**Metal layers overlaid**

Drawn at 6 px/µm. Only two layers are drawn.
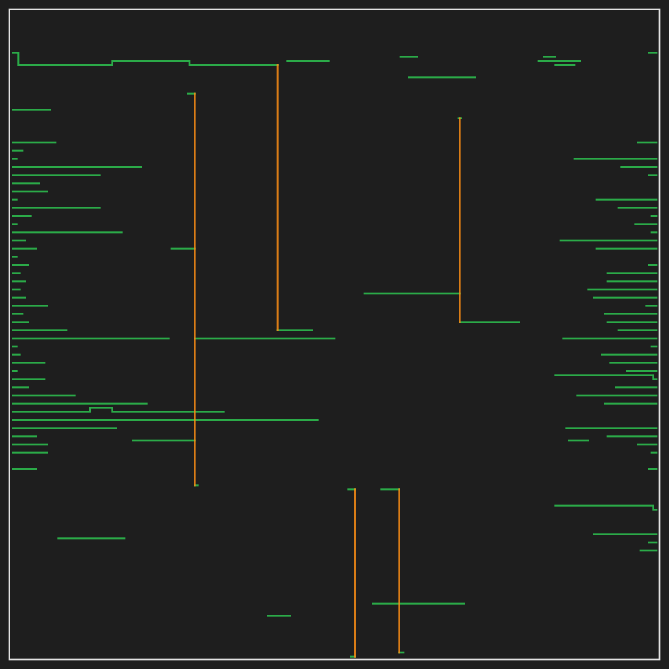
**Close-up of the layout**

Window x 71 to 91, y 71 to 91 µm. Cells in gray, sequential cells in the stronger gray; small squares are vias.
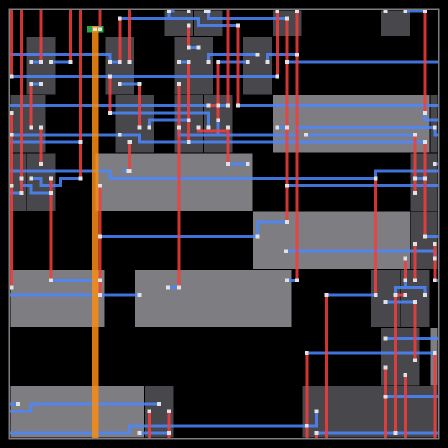
**M2 wires**

Drawn at 3 px/µm. Cells faint in the background.
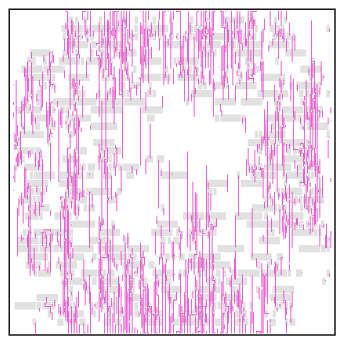
==> config.mk <==
export PLATFORM = sky130hd
export DESIGN_NAME = jump_resolve_unit_flat
export DESIGN_NICKNAME = d
export VERILOG_FILES = /design/src/rtl/jump_resolve_unit_pkg.sv /design/src/rtl/jump_resolve_unit_if.sv /design/src/rtl/jump_resolve_unit_ras.sv /design/src/rtl/jump_resolve_unit.sv /design/src/flat_wrapper.sv
export SDC_FILE = /design/constraint.sdc
export NUM_CORES = 1
export LEC_CHECK = 0
export CAP_MARGIN = 20
export CORE_UTILIZATION = 40
export CTS_BUF_LIST = sky130_fd_sc_hd__clkbuf_16
export DETAILED_ROUTE_END_ITERATION = 12
export DONT_BUFFER_PORTS = 1
export PLACE_DENSITY = 0.57
export SLEW_MARGIN = 40
export SYNTH_ARGS = -nofsm -noshare
export SYNTH_HDL_FRONTEND = slang
export SYNTH_SLANG_ARGS = --single-unit
==> constraint.sdc <==
create_clock -name i_clk -period 2.8 [get_ports i_clk]
set_clock_uncertainty 0.05 [all_clocks]
set_input_delay 0.42 -clock i_clk [delete_from_list [all_inputs] [get_ports i_clk]]
set_output_delay 0.42 -clock i_clk [all_outputs]
set_load 0.01 [all_outputs]
==> src/rtl/jump_resolve_unit_pkg.sv <==
// Shared constants, jump-type and FSM state enums for the jump resolve unit.
// The optional return-address stack is enabled with the JUMP_RAS_EN macro.
package jump_pkg;

   localparam logic [5:0] OP_J        = 6'b000010;
   localparam logic [5:0] OP_JAL      = 6'b000011;
   localparam logic [5:0] FN_JR       = 6'b001000;
   localparam logic [5:0] FN_JALR     = 6'b001001;
   localparam logic [2:0] ALUOP_RTYPE = 3'b011;

   typedef enum logic [2:0] {JT_NONE, JT_J, JT_JAL, JT_JR, JT_JALR} jump_t;
   typedef enum logic [1:0] {IDLE, WAIT_RS, RESOLVE} state_t;

   // R-type funct decode takes precedence; real R-type words carry opcode 0.
   function automatic jump_t decode_jump(input logic is_rtype,
                                         input logic [5:0] opcode,
                                         input logic [5:0] funct);
      if (is_rtype && funct == FN_JR)   return JT_JR;
      if (is_rtype && funct == FN_JALR) return JT_JALR;
      if (opcode == OP_J)               return JT_J;
      if (opcode == OP_JAL)             return JT_JAL;
      return JT_NONE;
   endfunction

endpackage

==> src/rtl/jump_resolve_unit_if.sv <==
// ID-stage jump bus: decoded instruction in, stall/flush/redirect out, plus debug taps.
// Handshake: i_valid offers an instruction; while o_stall is high upstream holds it, and
// it is consumed in the cycle o_stall is low again (the redirect cycle).
interface jump_resolve_unit_if #(
   parameter int PC_W      = 32,
   parameter int DATA_W    = 32,
   parameter int ALUOP_W   = 3,
   parameter int RAS_DEPTH = 8
);
   import jump_pkg::*;

   logic               i_valid;
   logic [ALUOP_W-1:0] i_AluOp;
   logic [5:0]         i_opcode;
   logic [5:0]         i_Function_code;
   logic               i_rs_is_ra;
   logic [DATA_W-1:0]  i_rs_value;
   logic               i_rs_ready;
   logic [25:0]        i_jump_index;
   logic [PC_W-1:0]    i_pc_plus4;

   logic               o_JR_Control;
   logic               o_JALR_Control;
   logic               o_link;
   logic [PC_W-1:0]    o_link_addr;
   logic               o_stall;
   logic               o_flush;
   logic               o_target_valid;
   logic [PC_W-1:0]    o_target;
   logic               o_misaligned;
   logic               o_mispredict;
   logic               o_timeout;

   state_t                           dbg_state;
   logic [$clog2(RAS_DEPTH+1)-1:0]   dbg_ras_count;
   logic                             dbg_ras_full;

   modport master (
      output i_valid, i_AluOp, i_opcode, i_Function_code, i_rs_is_ra,
             i_rs_value, i_rs_ready, i_jump_index, i_pc_plus4,
      input  o_JR_Control, o_JALR_Control, o_link, o_link_addr, o_stall, o_flush,
             o_target_valid, o_target, o_misaligned, o_mispredict, o_timeout,
             dbg_state, dbg_ras_count, dbg_ras_full
   );

   modport slave (
      input  i_valid, i_AluOp, i_opcode, i_Function_code, i_rs_is_ra,
             i_rs_value, i_rs_ready, i_jump_index, i_pc_plus4,
      output o_JR_Control, o_JALR_Control, o_link, o_link_addr, o_stall, o_flush,
             o_target_valid, o_target, o_misaligned, o_mispredict, o_timeout,
             dbg_state, dbg_ras_count, dbg_ras_full
   );

endinterface

==> src/rtl/jump_resolve_unit_ras.sv <==
// Circular return-address stack: a push when full overwrites the oldest entry.
// Used by jump_resolve_unit only when JUMP_RAS_EN is defined.
module return_addr_stack #(
   parameter int DEPTH = 8,
   parameter int WIDTH = 32
) (
   input  logic                       clk,
   input  logic                       rst,
   input  logic                       push,
   input  logic                       pop,
   input  logic [WIDTH-1:0]           push_data,
   output logic [WIDTH-1:0]           top,
   output logic                       empty,
   output logic                       full,
   output logic [$clog2(DEPTH+1)-1:0] count
);
   localparam int PW = $clog2(DEPTH);
   localparam int CW = $clog2(DEPTH+1);

   logic [WIDTH-1:0] mem [DEPTH];
   logic [PW-1:0]    ptr_q;
   logic [CW-1:0]    count_q;

   assign top   = mem[ptr_q];
   assign empty = (count_q == '0);
   assign full  = (count_q == CW'(DEPTH));
   assign count = count_q;

   always_ff @(posedge clk) begin
      if (rst) begin
         ptr_q   <= '0;
         count_q <= '0;
      end else if (push && !pop) begin
         ptr_q <= ptr_q + PW'(1);
         if (!full) count_q <= count_q + CW'(1);
      end else if (pop && !push && !empty) begin
         ptr_q   <= ptr_q - PW'(1);
         count_q <= count_q - CW'(1);
      end
   end

   // Storage carries no reset; count_q alone decides which entries are live.
   always_ff @(posedge clk) begin
      if (push && pop)  mem[ptr_q] <= push_data;
      else if (push)    mem[ptr_q + PW'(1)] <= push_data;
   end

endmodule

==> src/rtl/jump_resolve_unit.sv <==
// Resolves J/JAL/JR/JALR in ID: stalls until rs is final, then issues a one-cycle redirect.
// Define JUMP_RAS_EN to add return-address-stack prediction of JR $ra targets.
module jump_resolve_unit
   import jump_pkg::*;
#(
   parameter int PC_W      = 32,
   parameter int DATA_W    = 32,
   parameter int ALUOP_W   = 3,
   parameter int RAS_DEPTH = 8,
   parameter int MAX_WAIT  = 15
) (
   input logic               i_clk,
   input logic               i_reset,
   jump_resolve_unit_if.slave bus
);
   localparam int              CNT_W   = $clog2(MAX_WAIT + 1);
   localparam logic [CNT_W-1:0] CNT_MAX = CNT_W'(MAX_WAIT);

   state_t            state_q, state_d;
   jump_t             jt_in, jt_q;
   logic [PC_W-1:0]   pc4_q;
   logic [25:0]       idx_q;
   logic [DATA_W-1:0] rs_q;
   logic [CNT_W-1:0]  cnt_q;
   logic              timeout_q;
   logic              accept, reg_in, reg_q, match;
   logic [PC_W-1:0]   rs_tgt, pred_q;
   logic              pred_valid_q, spec_q;

   logic              stall, flush, tv, jr_c, jalr_c, link, mis, mispred;
   logic [PC_W-1:0]   target, link_addr;

   assign jt_in  = decode_jump(bus.i_AluOp == ALUOP_W'(ALUOP_RTYPE), bus.i_opcode,
                               bus.i_Function_code);
   assign reg_in = (jt_in == JT_JR) || (jt_in == JT_JALR);
   assign reg_q  = (jt_q == JT_JR) || (jt_q == JT_JALR);
   assign accept = (state_q == IDLE) && bus.i_valid && (jt_in != JT_NONE);
   assign rs_tgt = {rs_q[PC_W-1:2], 2'b00};
   assign match  = pred_valid_q && (rs_tgt == pred_q);

   always_ff @(posedge i_clk) begin
      if (i_reset) begin
         state_q   <= IDLE;
         jt_q      <= JT_NONE;
         pc4_q     <= '0;
         idx_q     <= '0;
         rs_q      <= '0;
         cnt_q     <= '0;
         timeout_q <= 1'b0;
      end else begin
         state_q <= state_d;
         if (accept) begin
            jt_q  <= jt_in;
            pc4_q <= bus.i_pc_plus4;
            idx_q <= bus.i_jump_index;
            if (bus.i_rs_ready) rs_q <= bus.i_rs_value;
         end
         // WAIT_RS leaves on the first ready cycle, so rs is captured exactly once.
         if (state_q == WAIT_RS) begin
            if (bus.i_rs_ready) begin
               rs_q <= bus.i_rs_value;
            end else if (cnt_q != CNT_MAX) begin
               cnt_q <= cnt_q + CNT_W'(1);
               if (cnt_q == CNT_MAX - CNT_W'(1)) timeout_q <= 1'b1;
            end
         end
         if (state_q == RESOLVE) cnt_q <= '0;
      end
   end

   always_comb begin
      state_d   = state_q;
      stall     = 1'b0;
      flush     = 1'b0;
      tv        = 1'b0;
      target    = '0;
      jr_c      = 1'b0;
      jalr_c    = 1'b0;
      link      = 1'b0;
      link_addr = '0;
      mis       = 1'b0;
      mispred   = 1'b0;
      unique case (state_q)
         IDLE: begin
            if (accept) begin
               stall   = 1'b1;
               state_d = (reg_in && !bus.i_rs_ready) ? WAIT_RS : RESOLVE;
            end
         end
         WAIT_RS: begin
            stall = 1'b1;
            if (spec_q) begin
               tv     = 1'b1;
               flush  = 1'b1;
               target = pred_q;
            end
            if (bus.i_rs_ready) state_d = RESOLVE;
         end
         RESOLVE: begin
            state_d   = IDLE;
            jr_c      = reg_q;
            jalr_c    = (jt_q == JT_JALR);
            link      = (jt_q == JT_JAL) || (jt_q == JT_JALR);
            link_addr = pc4_q;
            target    = reg_q ? rs_tgt : {pc4_q[PC_W-1:28], idx_q, 2'b00};
            mis       = reg_q && (rs_q[1:0] != 2'b00);
            // A confirmed prediction already redirected the front end.
            tv        = !match;
            flush     = !match;
            mispred   = pred_valid_q && !match;
         end
         default: state_d = IDLE;
      endcase
   end

`ifdef JUMP_RAS_EN
   logic            ras_push, ras_pop, ras_empty, spec_hit;
   logic [PC_W-1:0] ras_top;

   assign ras_pop  = accept && bus.i_rs_is_ra && !ras_empty &&
                     (((jt_in == JT_JR) && !bus.i_rs_ready) || (jt_in == JT_JALR));
   assign spec_hit = ras_pop && !bus.i_rs_ready;
   assign ras_push = (state_q == RESOLVE) && ((jt_q == JT_JAL) || (jt_q == JT_JALR));

   return_addr_stack #(.DEPTH(RAS_DEPTH), .WIDTH(PC_W)) u_ras (
      .clk       (i_clk),
      .rst       (i_reset),
      .push      (ras_push),
      .pop       (ras_pop),
      .push_data (pc4_q),
      .top       (ras_top),
      .empty     (ras_empty),
      .full      (bus.dbg_ras_full),
      .count     (bus.dbg_ras_count)
   );

   always_ff @(posedge i_clk) begin
      if (i_reset) begin
         pred_valid_q <= 1'b0;
         spec_q       <= 1'b0;
         pred_q       <= '0;
      end else begin
         if (accept) begin
            pred_valid_q <= spec_hit;
            spec_q       <= spec_hit;
            pred_q       <= ras_top;
         end else if (state_q == WAIT_RS) begin
            spec_q <= 1'b0;
         end
         if (state_q == RESOLVE) pred_valid_q <= 1'b0;
      end
   end
`else
   assign pred_valid_q      = 1'b0;
   assign spec_q            = 1'b0;
   assign pred_q            = '0;
   assign bus.dbg_ras_count = '0;
   assign bus.dbg_ras_full  = 1'b0;
`endif

   assign bus.o_stall        = stall;
   assign bus.o_flush        = flush;
   assign bus.o_target_valid = tv;
   assign bus.o_target       = target;
   assign bus.o_JR_Control   = jr_c;
   assign bus.o_JALR_Control = jalr_c;
   assign bus.o_link         = link;
   assign bus.o_link_addr    = link_addr;
   assign bus.o_misaligned   = mis;
   assign bus.o_mispredict   = mispred;
   assign bus.o_timeout      = timeout_q;
   assign bus.dbg_state      = state_q;

endmodule

==> src/flat_wrapper.sv <==
// flat-port wrapper written by rule: the top's interface ports become plain ports
module jump_resolve_unit_flat import jump_pkg::*;
#(
   parameter int PC_W      = 32,
   parameter int DATA_W    = 32,
   parameter int ALUOP_W   = 3,
   parameter int RAS_DEPTH = 8,
   parameter int MAX_WAIT  = 15
)
  (i_clk, i_reset, bus_i_valid, bus_i_AluOp, bus_i_opcode, bus_i_Function_code, bus_i_rs_is_ra, bus_i_rs_value, bus_i_rs_ready, bus_i_jump_index, bus_i_pc_plus4, bus_o_JR_Control, bus_o_JALR_Control, bus_o_link, bus_o_link_addr, bus_o_stall, bus_o_flush, bus_o_target_valid, bus_o_target, bus_o_misaligned, bus_o_mispredict, bus_o_timeout, bus_dbg_state, bus_dbg_ras_count, bus_dbg_ras_full);
  jump_resolve_unit_if #(.PC_W(PC_W), .DATA_W(DATA_W), .ALUOP_W(ALUOP_W), .RAS_DEPTH(RAS_DEPTH)) bus_i ();
  input logic i_clk;
  input logic i_reset;
  input wire logic [$bits(bus_i.i_valid)-1:0] bus_i_valid;
  input wire logic [$bits(bus_i.i_AluOp)-1:0] bus_i_AluOp;
  input wire logic [$bits(bus_i.i_opcode)-1:0] bus_i_opcode;
  input wire logic [$bits(bus_i.i_Function_code)-1:0] bus_i_Function_code;
  input wire logic [$bits(bus_i.i_rs_is_ra)-1:0] bus_i_rs_is_ra;
  input wire logic [$bits(bus_i.i_rs_value)-1:0] bus_i_rs_value;
  input wire logic [$bits(bus_i.i_rs_ready)-1:0] bus_i_rs_ready;
  input wire logic [$bits(bus_i.i_jump_index)-1:0] bus_i_jump_index;
  input wire logic [$bits(bus_i.i_pc_plus4)-1:0] bus_i_pc_plus4;
  output wire logic [$bits(bus_i.o_JR_Control)-1:0] bus_o_JR_Control;
  output wire logic [$bits(bus_i.o_JALR_Control)-1:0] bus_o_JALR_Control;
  output wire logic [$bits(bus_i.o_link)-1:0] bus_o_link;
  output wire logic [$bits(bus_i.o_link_addr)-1:0] bus_o_link_addr;
  output wire logic [$bits(bus_i.o_stall)-1:0] bus_o_stall;
  output wire logic [$bits(bus_i.o_flush)-1:0] bus_o_flush;
  output wire logic [$bits(bus_i.o_target_valid)-1:0] bus_o_target_valid;
  output wire logic [$bits(bus_i.o_target)-1:0] bus_o_target;
  output wire logic [$bits(bus_i.o_misaligned)-1:0] bus_o_misaligned;
  output wire logic [$bits(bus_i.o_mispredict)-1:0] bus_o_mispredict;
  output wire logic [$bits(bus_i.o_timeout)-1:0] bus_o_timeout;
  output wire logic [$bits(bus_i.dbg_state)-1:0] bus_dbg_state;
  output wire logic [$bits(bus_i.dbg_ras_count)-1:0] bus_dbg_ras_count;
  output wire logic [$bits(bus_i.dbg_ras_full)-1:0] bus_dbg_ras_full;
  assign bus_i.i_valid = bus_i_valid;
  assign bus_i.i_AluOp = bus_i_AluOp;
  assign bus_i.i_opcode = bus_i_opcode;
  assign bus_i.i_Function_code = bus_i_Function_code;
  assign bus_i.i_rs_is_ra = bus_i_rs_is_ra;
  assign bus_i.i_rs_value = bus_i_rs_value;
  assign bus_i.i_rs_ready = bus_i_rs_ready;
  assign bus_i.i_jump_index = bus_i_jump_index;
  assign bus_i.i_pc_plus4 = bus_i_pc_plus4;
  assign bus_o_JR_Control = bus_i.o_JR_Control;
  assign bus_o_JALR_Control = bus_i.o_JALR_Control;
  assign bus_o_link = bus_i.o_link;
  assign bus_o_link_addr = bus_i.o_link_addr;
  assign bus_o_stall = bus_i.o_stall;
  assign bus_o_flush = bus_i.o_flush;
  assign bus_o_target_valid = bus_i.o_target_valid;
  assign bus_o_target = bus_i.o_target;
  assign bus_o_misaligned = bus_i.o_misaligned;
  assign bus_o_mispredict = bus_i.o_mispredict;
  assign bus_o_timeout = bus_i.o_timeout;
  assign bus_dbg_state = bus_i.dbg_state;
  assign bus_dbg_ras_count = bus_i.dbg_ras_count;
  assign bus_dbg_ras_full = bus_i.dbg_ras_full;
  jump_resolve_unit #(.PC_W(PC_W), .DATA_W(DATA_W), .ALUOP_W(ALUOP_W), .RAS_DEPTH(RAS_DEPTH), .MAX_WAIT(MAX_WAIT)) u_core (.i_clk(i_clk), .i_reset(i_reset), .bus(bus_i));
endmodule
==> writeup.txt <==
The run gives 0.444 for the fraction of post-synthesis cell area in the top cell type by area. Setup repair after global routing left no endpoint under its margin. The element type at the critical path start was a flop.

The run gives 0.444 as the share of the yosys chip area belonging to registers. Wire segments on met3 add up to 800 µm in the final route. Clock network fraction of design power: 0.482.

The logic share of the area came out at 0.461. The flip-flop and latch count came out at 100. The critical path is of the reg2out type. The most common flop cell mapped by yosys was sky130_fd_sc_hd__dfxtp_1. The timing report gives the clock slew at the launch and capture registers of the worst setup and hold paths as 0.06 ns.

The signal arrival time at the worst endpoint came out at 2.04 ns. Detailed placement finished with a half-perimeter wire length of 7420 µm. TritonRoute reported its final design rule violation total as 0. The cell count listed in synth_stat.txt is 605, and the maximum buffer depth of the clock tree is 2. Looking at the group totals, the largest power group turns out to be sequential cells. The startpoint identified for the worst hold timing path is i_reset. The proportion of power drawn by combinational gates was 0.015; the number of buffers outside the clock class in the layout was 10. The H-tree generated during clock tree synthesis spans 3 levels. VDD sags by at most 302 µV.

In the per-layer breakdown of the detailed-route log, met1 shows 4970 µm. Number of standard cells in the layout, taps in and fillers out: 726. The layer carrying the most global-route usage was met2. Power spread over the standard cell area amounts to 592 nW/µm².

With the worst-path maximum fanout at 22, the wire length of the first global-routing pass is 17,500 µm. The largest incremental delay on the critical path is 0.56 ns. The run gives 0 as the number of max-slew violations in the final report. Per the OpenROAD floorplan log, the area of the core is 10,900 µm². 458 cells are multi-input combinational gates. With the number of max-cap violations at 0, the total number of cells along the worst setup path is 5. During tapcell insertion the tool placed 140 well taps. Total CTS buffers: 9. The launching instance or port of the critical path is u_core.jt_q[1]. Row generation in the floorplan step produced 38 rows. The post-route worst hold slack was 0.0931 ns; the remaining antenna violation count after routing was 0. For the worst reg-to-reg path, the startpoint reported by OpenROAD is u_core.bus.dbg_state[1]. The switching power as a share of total power is 0.192, and the proportion of synthesized area in mux cells is 0. The kind of cell with the highest combined delay along the critical path is AND-OR/OR-AND gates.

With the simple-gate share of the synthesized area at 0.296, the minimum clock period after layout is 2.51 ns. Per the layout report, the design carries 2 non-clock inverters. For the worst max-slew margin expressed relative to the limit, the log shows 0.545.

The flow ran to the end, and the final reports show no timing, DRC or antenna violations. By area, the combinational part of the netlist is dominated by simple AND/OR/NAND/NOR gates. The total length of routed met2 wires was 5320 µm. TritonCTS reports the number of clock sinks as 100. After synthesis the cells add up to 4500 µm².

The critical path ends at bus_o_target[13]. Summing over the stages, the warning tally comes to 30. Ranking logic cells in the layout by count gives the top entries 246 x sky130_fd_sc_hd__nand2_1, 118 x sky130_fd_sc_hd__a21oi_1, 100 x sky130_fd_sc_hd__dfxtp_1. In this run, placement finished with an instance count of 710. Summing all non-filler instances in the final layout gives an area of 4830 µm². For the worst-skew pair, the clock arrives at the later sink with an insertion delay of 0.34 ns. Data on the critical path is required at its endpoint by 2.33 ns.

Per the gpl log, the routability congestion estimate is 0.745.
Notes on 'metal layers overlaid' above:
M3 -> green  # wire length 801 µm
M4 -> orange  # wire length 199 µm
routed length per instance: 15.5 µm
sum of routed wire length over all layers: 11,300 µm
total via count after detailed routing: 3,776
GRT Overall Usage: 0.194

Notes on 'close-up of the layout' above:
M2 -> red
M3 -> green
M4 -> orange
M1 -> blue
sequential cells in the window = 6
netlist names of flops here include = `u_core.idx_q` (4)
cells with their middle in the window = 22
most frequent = nand2_1 (10), dfxtp_1 (6), a21oi_1 (5)

Notes on 'M2 wires' above:
longest straight run = 39.4 µm
nets with wire on the layer = 553
wire length on this layer = 5,320 µm
share of all routed wire = 47%
met2 routing resource usage after global routing: 0.305

Power is estimated from default activity; no workload was simulated.
